**src/rtl/seg7_pkg.sv**
```systemverilog
// Shared seven-segment definitions (g..a codes for hex digits, blank code, debounce default).
// Used by both the encoder side and the monitor/decoder side so the tables cannot diverge.
package seg7_pkg;

    localparam int STABLE_CYCLES_DEF = 4;

    localparam logic [6:0] SEG_BLANK = 7'h00;

    localparam logic [6:0] SEG_CODE [16] = '{
        7'h3F, 7'h06, 7'h5B, 7'h4F, 7'h66, 7'h6D, 7'h7D, 7'h07,
        7'h7F, 7'h6F, 7'h77, 7'h7C, 7'h39, 7'h5E, 7'h79, 7'h71
    };

    typedef struct packed {
        logic       legal;
        logic       blank;
        logic [3:0] digit;
    } seg_dec_t;

    function automatic logic [6:0] seg7_encode(input logic [3:0] digit);
        return SEG_CODE[digit];
    endfunction

endpackage

```
**src/rtl/seg7_decode.sv**
```systemverilog
// Combinational seven-segment to hex decoder; zero latency, no flow control.
// legal is set only for the 16 hex codes; blank is set only for the all-off code.
module seg7_decode
    import seg7_pkg::*;
(
    input  logic [6:0] seg,
    output seg_dec_t   dec
);

    always_comb begin
        dec       = '0;
        dec.blank = (seg == SEG_BLANK);
        for (int i = 0; i < 16; i++) begin
            if (seg == SEG_CODE[i]) begin
                dec.legal = 1'b1;
                dec.digit = 4'(i);
            end
        end
    end

endmodule

```
**src/rtl/seg7_monitor.sv**
```systemverilog
// Debounced seven-segment monitor checking that displayed digits count up by one mod 16.
// Pulses appear STABLE_CYCLES+2 clocks after a held input change; input is sampled, no backpressure.
module seg7_monitor
    import seg7_pkg::*;
#(
    parameter int STABLE_CYCLES = STABLE_CYCLES_DEF,
    parameter int ERR_W         = 8
) (
    input  logic             clk,
    input  logic             rst,
    input  logic [6:0]       seg_in,
    output logic [3:0]       digit_out,
    output logic             digit_valid,
    output logic             invalid_pattern,
    output logic             seq_error,
    output logic [ERR_W-1:0] err_count,
    output logic             locked
);

    localparam int CNT_W = 4;

    logic [6:0]       sync1;
    logic [6:0]       sync2;
    logic [6:0]       samp_prev;
    logic [6:0]       last_pat;
    logic [CNT_W-1:0] stab_cnt;

    seg_dec_t         dec;
    logic             stable_hit;
    logic             accept;

    logic [3:0]       digit_nxt;
    logic             valid_nxt;
    logic             invalid_nxt;
    logic             seq_err_nxt;
    logic             locked_nxt;
    logic [ERR_W-1:0] err_nxt;

    always_ff @(posedge clk or posedge rst) begin
        if (rst) begin
            sync1 <= '0;
            sync2 <= '0;
        end else begin
            sync1 <= seg_in;
            sync2 <= sync1;
        end
    end

    // The counter reaching STABLE_CYCLES and the output pulse share one edge,
    // so acceptance is detected one count early on the current sample.
    assign stable_hit = (sync2 == samp_prev) && (stab_cnt == CNT_W'(STABLE_CYCLES - 1));
    assign accept     = stable_hit && (sync2 != last_pat);

    always_ff @(posedge clk or posedge rst) begin
        if (rst) begin
            samp_prev <= '0;
            stab_cnt  <= '0;
            last_pat  <= '0;
        end else begin
            samp_prev <= sync2;
            if (sync2 != samp_prev) begin
                stab_cnt <= CNT_W'(1);
            end else if (stab_cnt < CNT_W'(STABLE_CYCLES)) begin
                stab_cnt <= stab_cnt + CNT_W'(1);
            end
            if (accept) begin
                last_pat <= sync2;
            end
        end
    end

    seg7_decode u_decode (
        .seg (sync2),
        .dec (dec)
    );

    always_comb begin
        digit_nxt   = digit_out;
        valid_nxt   = 1'b0;
        invalid_nxt = 1'b0;
        seq_err_nxt = 1'b0;
        locked_nxt  = locked;
        err_nxt     = err_count;

        if (accept) begin
            if (dec.legal) begin
                digit_nxt   = dec.digit;
                valid_nxt   = 1'b1;
                seq_err_nxt = locked && (dec.digit != (digit_out + 4'd1));
                locked_nxt  = 1'b1;
            end else if (dec.blank) begin
                locked_nxt  = 1'b0;
            end else begin
                invalid_nxt = 1'b1;
                locked_nxt  = 1'b0;
            end
        end

        // Both error kinds cannot coincide, but a single OR keeps the step at one regardless.
        if ((seq_err_nxt || invalid_nxt) && (err_count != '1)) begin
            err_nxt = err_count + ERR_W'(1);
        end
    end

    always_ff @(posedge clk or posedge rst) begin
        if (rst) begin
            digit_out       <= '0;
            digit_valid     <= 1'b0;
            invalid_pattern <= 1'b0;
            seq_error       <= 1'b0;
            err_count       <= '0;
            locked          <= 1'b0;
        end else begin
            digit_out       <= digit_nxt;
            digit_valid     <= valid_nxt;
            invalid_pattern <= invalid_nxt;
            seq_error       <= seq_err_nxt;
            err_count       <= err_nxt;
            locked          <= locked_nxt;
        end
    end

endmodule

```
**config.mk**
```make
export PLATFORM = sky130hd
export DESIGN_NAME = seg7_monitor
export DESIGN_NICKNAME = d
export VERILOG_FILES = /design/src/rtl/seg7_pkg.sv /design/src/rtl/seg7_decode.sv /design/src/rtl/seg7_monitor.sv
export SDC_FILE = /design/constraint.sdc
export NUM_CORES = 1
export LEC_CHECK = 0
export CORE_MARGIN = 4
export CORE_UTILIZATION = 45
export CTS_CLUSTER_SIZE = 12
export DETAILED_ROUTE_END_ITERATION = 12
export GPL_TIMING_DRIVEN = 0
export PLACE_DENSITY = 0.66
export SLEW_MARGIN = 5
export SYNTH_ARGS = -nofsm -noshare
export SYNTH_HDL_FRONTEND = slang
export SYNTH_SLANG_ARGS = --single-unit
```
**constraint.sdc**
```tcl
create_clock -name clk -period 3.2 [get_ports clk]
set_clock_uncertainty 0.05 [all_clocks]
set_input_delay 0.32 -clock clk [delete_from_list [all_inputs] [get_ports clk]]
set_output_delay 0.32 -clock clk [all_outputs]
set_load 0.02 [all_outputs]
```
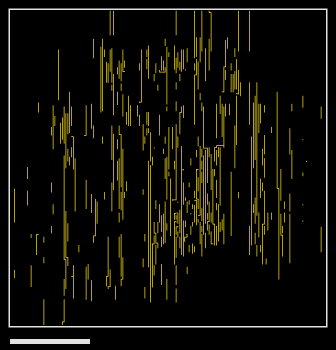
m2.png
Scale bar: 20 µm.
nets with wire on the layer = 200
share of all routed wire = 47%
Global Route met2 Usage: 24.7%
sum of routed wire length over all layers: 3.88 mm

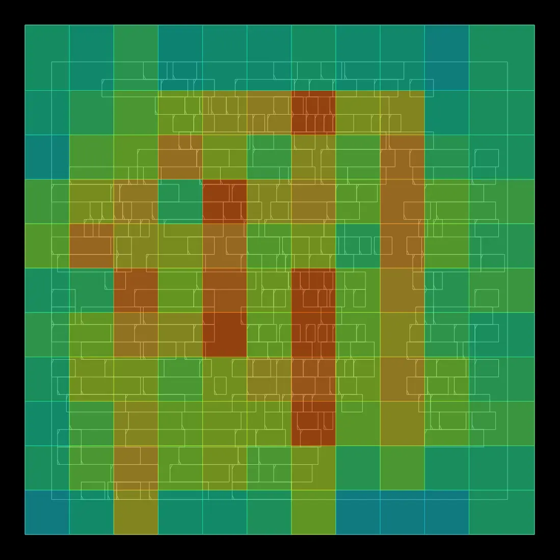
congestion_map.png
final routed wire length divided by cell count: 13.0 µm
met3 Track Usage GR: 3.74%
most crowded layer after global routing: met2
Final Util: 56.9%
combined global-route utilization of all metal layers: 14.5%

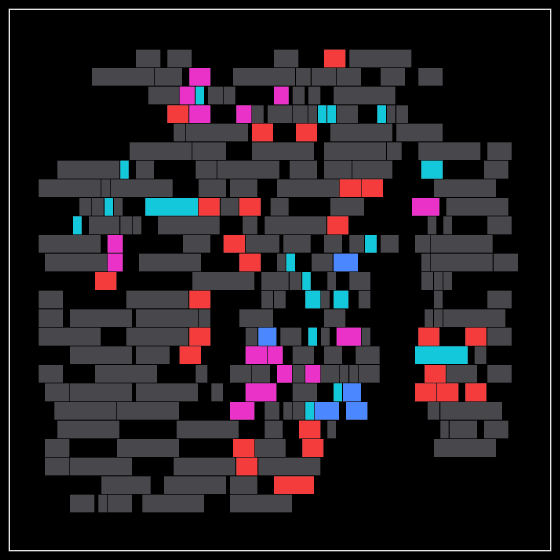
gates.png
xor and xnor cells -> red  # cells 26
non-inverting ao/oa cells -> blue  # cells 5
and/or cells -> magenta  # cells 15
nor cells -> cyan  # cells 18

==> run summary <==
Quick summary of the implementation run below.

The last weighted congestion value of the routability-driven placer came out at 0.835. The OpenROAD report gives the critical path a data arrival time of 3.06 ns. The number of nets produced by synthesis came out at 208. The post-synthesis mux area share is 4.88%.

The final setup violation count is 0. Setup repair after global routing left no endpoint under its margin. The number of antenna-violating nets in the routed design came out at 0. The detailed router's first-iteration violation count came out at 95. The count of input and output buffers is 24. The detailed router placed 1,537 vias in this run. The net count of the finished layout is around 240. TritonCTS built the clock tree. Entering global routing, the biggest net connects 33 pins.

The mean number of vias per cell is 5.14. The layout summary lists the proportion of cells stronger than drive strength 1 as ~17%. The post-synthesis cell count from yosys came out at roughly 200. Per the timing report, the most critical flop-to-flop path originates at sync2[4]$_DFF_PP0_. The count of TritonRoute iterations in the first routing pass came out at 4. The number of warnings reported in the stage logs is 26. Of the total synthesized cell area, the portion taken by full adders, half adders and majority gates is under 10%. The synthesized-area fraction occupied by and/or/nand/nor cells is between 10% and 20%. The aggregate negative setup slack came out at 0 ns.

The TritonCTS buffer count is 5. The synthesis-to-finish area growth is 20.3%. The report shows a maximum critical-path fanout of 10.

The floorplan step set the die width to slightly below 80 µm. The maximum ir drop on the vdd rail is about 300 µV. The run finished with clean final reports. The timing report shows that the slowest cell on the worst path is nor4_1. Headroom to the max-slew limit came out at between 50% and 60%. The synthesized netlist contains 51 unique library cells.

The ratio of final minimum period to clock period is 91.2%. Leaving out fill and tap cells, the most frequent cell in the layout is dfrtp_1. The proportion of netlist area held by the largest area contributor came out at a little over half. The post-synthesis compound-gate area fraction came out at about a tenth.
[worst max-delay path by stage]
stage,from,endpoint,slack (ns),cells after the start
final,sync2[4]$_DFF_PP0_,err_count[1]$_DFFE_PP0P_,0.28,9
after global routing,sync2[3]$_DFF_PP0_,err_count[1]$_DFFE_PP0P_,0.05,9
after CTS,sync2[0]$_DFF_PP0_,err_count[1]$_DFFE_PP0P_,0.14,8
after detailed placement,sync2[0]$_DFF_PP0_,err_count[1]$_DFFE_PP0P_,0.17,8
after global placement,sync2[0]$_DFF_PP0_,err_count[1]$_DFFE_PP0P_,0.17,8
after floorplan,sync2[2]$_DFF_PP0_,err_count[1]$_DFFE_PP0P_,0.54,9
[power breakdown]
part           leakage (nW)  switching [mW]  internal, mW
registers             0.617          0.0105         0.620
clock network        0.0491           0.217         0.161
logic                 0.529          0.0491        0.0404
[per-stage QoR]
stage,power (mW),cells,worst slack (ns),cell area (µm²)
after floorplan,0.705,196,0.538,2280
after global placement,0.729,287,0.173,2600
after detailed placement,0.734,288,0.174,2620
after CTS,1.11,296,0.142,2720
after global routing,1.15,299,0.0497,2740
final,1.10,299,0.281,2740
[synth_stat cells, drive strengths merged, types with 3 or more instances]
library cell,instances
ha,3
and2,3
nand4,5
xnor2,19
o21ai,5
and3,4
nor4,4
mux2,9
nand3,5
inv,6
xor2,7
dfrtp,48
buf,8
nand2,18
a21oi,6
nor2,12
[cell type report]
cell class	instances	area, µm²	share of cell area [%]
Clock buffer	5	68.8	2.51
Timing Repair Buffer	28	283	10.3
Tap cell	67	83.8	3.06
Sequential cell	48	1200	43.8
Inverter	6	22.5	0.822
Buffer	8	48.8	1.78
Clock inverter	3	26.3	0.958
Multi-Input combinational cell	134	1010	36.7
[timing repair]
item                                    in CTS  in global routing
buffers inserted                             0                  3
hold buffers                                 0                  0
endpoints found under the setup margin       0                  1
[routing by layer]
layer	up-vias	routed length, µm	track usage, %
met1	740	1860	18.2
met2	31	1840	24.7
met5	-	0	0
met3	5	137	3.74
li1	761	-	-
met4	0	46	4.12
[sequential cells by signal, summed over array words and instances, names as in the netlist]
name / cells
err_count: 8
sync1: 7
digit_out: 4
locked: 1
invalid_pattern: 1
seq_error: 1
digit_valid: 1
last_pat: 7
samp_prev: 7
stab_cnt: 4
sync2: 7
[cell families (layout without fill, tap and decap cells)]
logic type               after synthesis  in the layout
XOR/XNOR                              26             26
multiplexers                          10             10
flip-flops                            48             48
buffers and inverters                 14             50
AND-OR/OR-AND                         30             30
adder cells (fa/ha/maj)                3              3
AND/OR/NAND/NOR                       65             65
No activity file was given, so power comes from the tool's default toggle rates.
